==> config.mk <==
export PLATFORM = sky130hd
export DESIGN_NAME = reduce_sum_scheduler
export DESIGN_NICKNAME = d
export VERILOG_FILES = /design/src/rtl/reduce_sum_scheduler.sv
export SDC_FILE = /design/constraint.sdc
export NUM_CORES = 1
export LEC_CHECK = 0
export CORE_UTILIZATION = 55
export DETAILED_ROUTE_END_ITERATION = 7
export GPL_ROUTABILITY_DRIVEN = 0
export GPL_TIMING_DRIVEN = 0
export PLACE_DENSITY = 0.74
export SLEW_MARGIN = 0
export SYNTH_ARGS = -nofsm -noshare
export SYNTH_HDL_FRONTEND = slang
export SYNTH_SLANG_ARGS = --single-unit
export TNS_END_PERCENT = 20
==> constraint.sdc <==
create_clock -name clock -period 5.3 [get_ports clock]
set_input_delay 0.53 -clock clock [delete_from_list [all_inputs] [get_ports clock]]
set_output_delay 0.53 -clock clock [all_outputs]
set_load 0.005 [all_outputs]
==> src/rtl/reduce_sum_scheduler.sv <==
// Shared 16x8 value memory with two requesters: a writer that loads entries and
// a summer that runs a 16-cycle reduce-sum pass, arbitrated by alternating priority.
module reduce_sum_scheduler #(
  parameter int DATA_W = 8,
  parameter int ADDR_W = 4,
  parameter int SUM_W  = 12
) (
  input  logic              clock,
  input  logic              reset,
  input  logic              wr_req,
  input  logic [ADDR_W-1:0] wr_addr,
  input  logic [DATA_W-1:0] wr_data,
  output logic              wr_grant,
  input  logic              sum_req,
  output logic              sum_grant,
  output logic              sum_busy,
  output logic              sum_done,
  output logic [SUM_W-1:0]  sum_result,
  output logic [ADDR_W-1:0] mem_addr
);

  localparam int DEPTH = 2 ** ADDR_W;

  typedef enum logic [1:0] {IDLE, CLEAR, ACCUM, DONE} state_t;

  state_t             state_q, state_d;
  logic [ADDR_W-1:0]  cnt_q, cnt_d;
  logic [SUM_W-1:0]   acc_q, acc_d;
  logic [SUM_W-1:0]   result_q, result_d;
  logic               prio_q, prio_d;
  logic [DATA_W-1:0]  mem_q [DEPTH];

  // prio_q low favours the writer, high favours the summer; grants only in IDLE.
  assign wr_grant   = (state_q == IDLE) && wr_req  && (!sum_req || !prio_q);
  assign sum_grant  = (state_q == IDLE) && sum_req && (!wr_req  ||  prio_q);
  assign sum_busy   = (state_q != IDLE);
  assign sum_done   = (state_q == DONE);
  assign sum_result = result_q;
  assign mem_addr   = (state_q == ACCUM) ? cnt_q : '0;

  always_ff @(posedge clock or posedge reset) begin
    if (reset) begin
      state_q  <= IDLE;
      cnt_q    <= '0;
      acc_q    <= '0;
      result_q <= '0;
      prio_q   <= 1'b0;
    end else begin
      state_q  <= state_d;
      cnt_q    <= cnt_d;
      acc_q    <= acc_d;
      result_q <= result_d;
      prio_q   <= prio_d;
    end
  end

  // Writes only land while idle, so the memory is frozen for the whole pass.
  always_ff @(posedge clock or posedge reset) begin
    if (reset) begin
      for (int i = 0; i < DEPTH; i++) mem_q[i] <= '0;
    end else if (wr_grant) begin
      mem_q[wr_addr] <= wr_data;
    end
  end

  always_comb begin
    state_d  = state_q;
    cnt_d    = cnt_q;
    acc_d    = acc_q;
    result_d = result_q;
    prio_d   = prio_q;
    case (state_q)
      IDLE: begin
        if (sum_grant) begin
          state_d = CLEAR;
          prio_d  = 1'b0;
        end else if (wr_grant) begin
          prio_d  = 1'b1;
        end
      end
      CLEAR: begin
        acc_d   = '0;
        cnt_d   = '0;
        state_d = ACCUM;
      end
      ACCUM: begin
        acc_d = acc_q + {{(SUM_W-DATA_W){1'b0}}, mem_q[cnt_q]};
        cnt_d = cnt_q + 1'b1;
        if (cnt_q == ADDR_W'(DEPTH - 1)) begin
          result_d = acc_d;
          state_d  = DONE;
        end
      end
      DONE: begin
        state_d = IDLE;
      end
      default: begin
        state_d = IDLE;
      end
    endcase
  end

endmodule

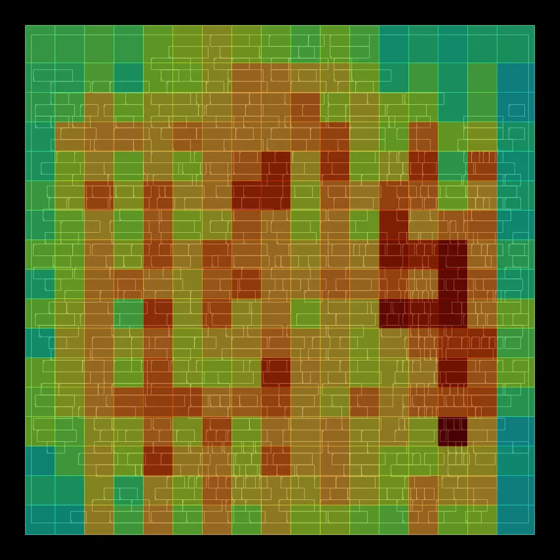
Fig. 1. Routing congestion map.
met3 Usage GRT: 5.80%
GRT Max-Usage Layer: met2
GR met2 Demand/Resource: 43.1%

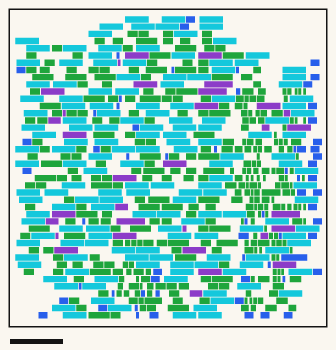
Fig. 2. Placement by cell class.
Bar = 20 µm.
- flops: cyan (cells 159; share of their area 47%)
- clock drivers and dummy loads: purple (cells 32; share of their area 7.5%)
- all other logic: green (cells 333; share of their area 40%)
- other buffers and delay cells: blue (cells 63; share of their area 5.7%)
placement row count: 42
Seq/total area: 45.3%
area of the core: 13300 µm²

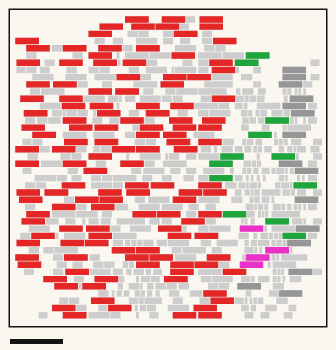
Fig. 3. Sequential cells colored by netlist name.
Bar = 20 µm. Other sequential cells in the stronger gray, the rest of the logic in the fainter gray.
- `cnt_q`: magenta (flops 4; where bottom right)
- `mem_q`: red (flops 128)
- `acc_q`: green (flops 12)
- not colored: 15
final core utilization: 66.0%
total area of sequential cells: 3980 µm²
sequential logic power: 1.89 mW

==> run notes <==
Results of an implementation run.

Based on the critical path, the design can be clocked at up to 233 MHz. The dominant power group in this design is sequential cells. The skew report gives the latency at the later pin of the worst-skew pair as 0.44 ns. The global-route wire length before repair is 27100 µm. The maximum buffer depth of the clock tree is 2. The run finished with clean final reports. The floorplan core density is 56.8%.

The transition time recorded at the tightest slew-check pin is 0.939 ns. The cell group occupying the most layout area is flip-flops and latches. The final route contains 4622 vias. The number of buffers added to fix hold violations after cts is 0.

The endpoint of the worst hold path is reported as sum_result[2]$_DFFE_PP0P_. The post-synth design cell area is 7550 µm². The die area is 14200 µm². According to the I/O placement log, the pin count is 36. The type recorded for the worst min-delay path is reg2reg.

The number of cell instances on the worst register-to-register path is 11. The routed wire length on met2 is 8510 µm. Entering global routing, the biggest net connects 82 pins. The initial antenna violation count was 0. The CTS tree is yes. The clock transition at the registers of the reported paths is 0.06 ns. Per the timing report, the biggest fanout along the worst path comes to 10. The kind of capture point of the worst setup path is a register. The area used by multi-input combinational logic is 3410 µm². The startpoint kind of the worst setup timing path is a register. The number of placed instances, taps included is 731. The total overflow left after global routing is 0.

Clock cells make up 7.31% of the layout cell area. The post-route non-filler standard cell count is 763.
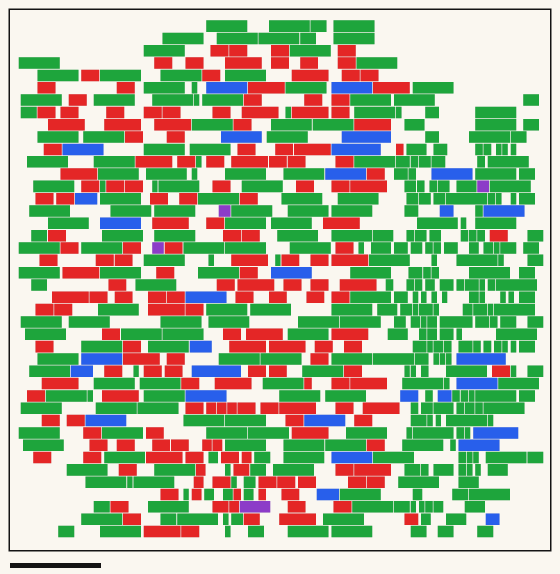
Fig. 4. Cell sizes after repair.
Bar = 20 µm.
- drive 3 to 4: purple (cells 4)
- drive 2: red (cells 190)
- drive 1 or less: green (cells 363)
- drive 6 and up: blue (cells 30)
area grow syn2layout: 16.2%
Final WS setup: 1.00 ns
number of buffers outside the clock class in the layout: 63
post-route standard cell area excluding fillers: 8770 µm²

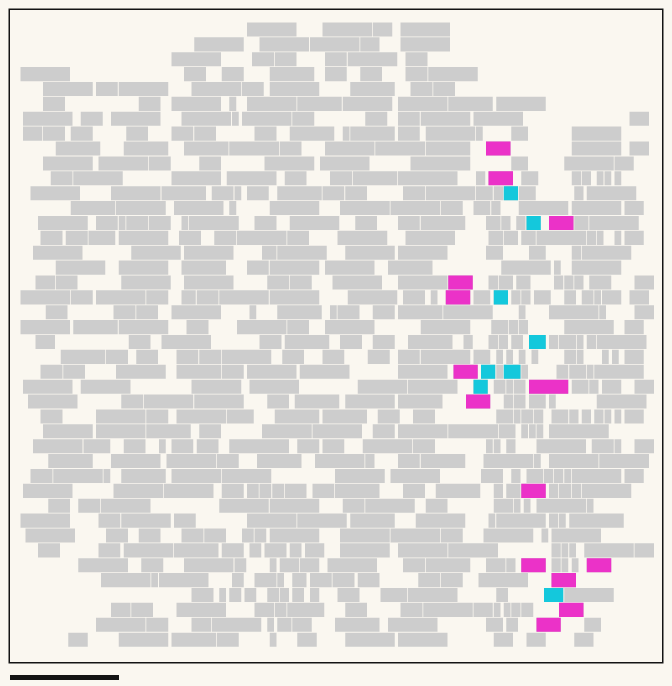
Fig. 5. Logic cells by family.
Bar = 20 µm.
- AND-OR and OR-AND gates: cyan (cells 8; most used a21o_1; where right middle)
- adder and majority cells: magenta (cells 14; most used ha_1)
combinational share of cell area: 38.8%
Top cell excl fill/tap: dfrtp_1

==> cells in the final DEF (no fill, tap or decap), drive strengths merged, types with 3 or more instances in the layout <==
cell type / n
mux2: 130
xor2: 6
clkdlybuf4s50: 33
inv: 12
o2bb2ai: 6
buf: 8
nand4: 5
nand2b: 5
o21ai: 22
a21oi: 13
nor2: 14
and2: 3
mux4: 40
clkbuf: 46
xnor2: 4
dfrtp: 159
nand3: 8
a21o: 4
ha: 13
o211ai: 3
nand3b: 4
nand2: 25
bufinv: 4
==> kinds of logic (layout without fill, tap and decap cells) <==
family | count (synthesis) | in the layout | share of synthesized area [%]
AND-OR/OR-AND | 60 | 60 | 5.02
buffers and inverters | 39 | 105 | 2.19
XOR/XNOR | 10 | 10 | 1.16
adder cells (fa/ha/maj) | 14 | 14 | 2.42
multiplexers | 171 | 171 | 31.5
AND/OR/NAND/NOR | 68 | 68 | 5.05
flip-flops | 159 | 159 | 52.7
==> through the flow <==
stage / hold slack (ns) / area, µm²
2_1_floorplan: 0.461 / 7550
3_3_place_gp: 0.461 / 8100
3_5_place_dp: 0.470 / 8130
4_1_cts: 0.483 / 8770
5_1_grt: 0.509 / 8770
6_report: 0.481 / 8770
==> worst max-delay path, cell delays in order, from the launching register on <==
cell	delay, ns
dfrtp_1	0.35
clkbuf_1	0.51
clkbuf_1	0.68
mux4_2	0.41
mux4_2	0.49
ha_1	0.29
fa_1	0.47
a211oi_1	0.32
o21a_1	0.19
o21ai_0	0.16
o21ai_0	0.20
a22o_1	0.16
==> flip-flops by register name, summed over array words and instances (netlist names) <==
signal and flops:
mem_q 128, acc_q 12, sum_result 12, prio_q 1, state_q 2, cnt_q 4
Power figures rest on the tool's default switching activity, not on a simulated workload.
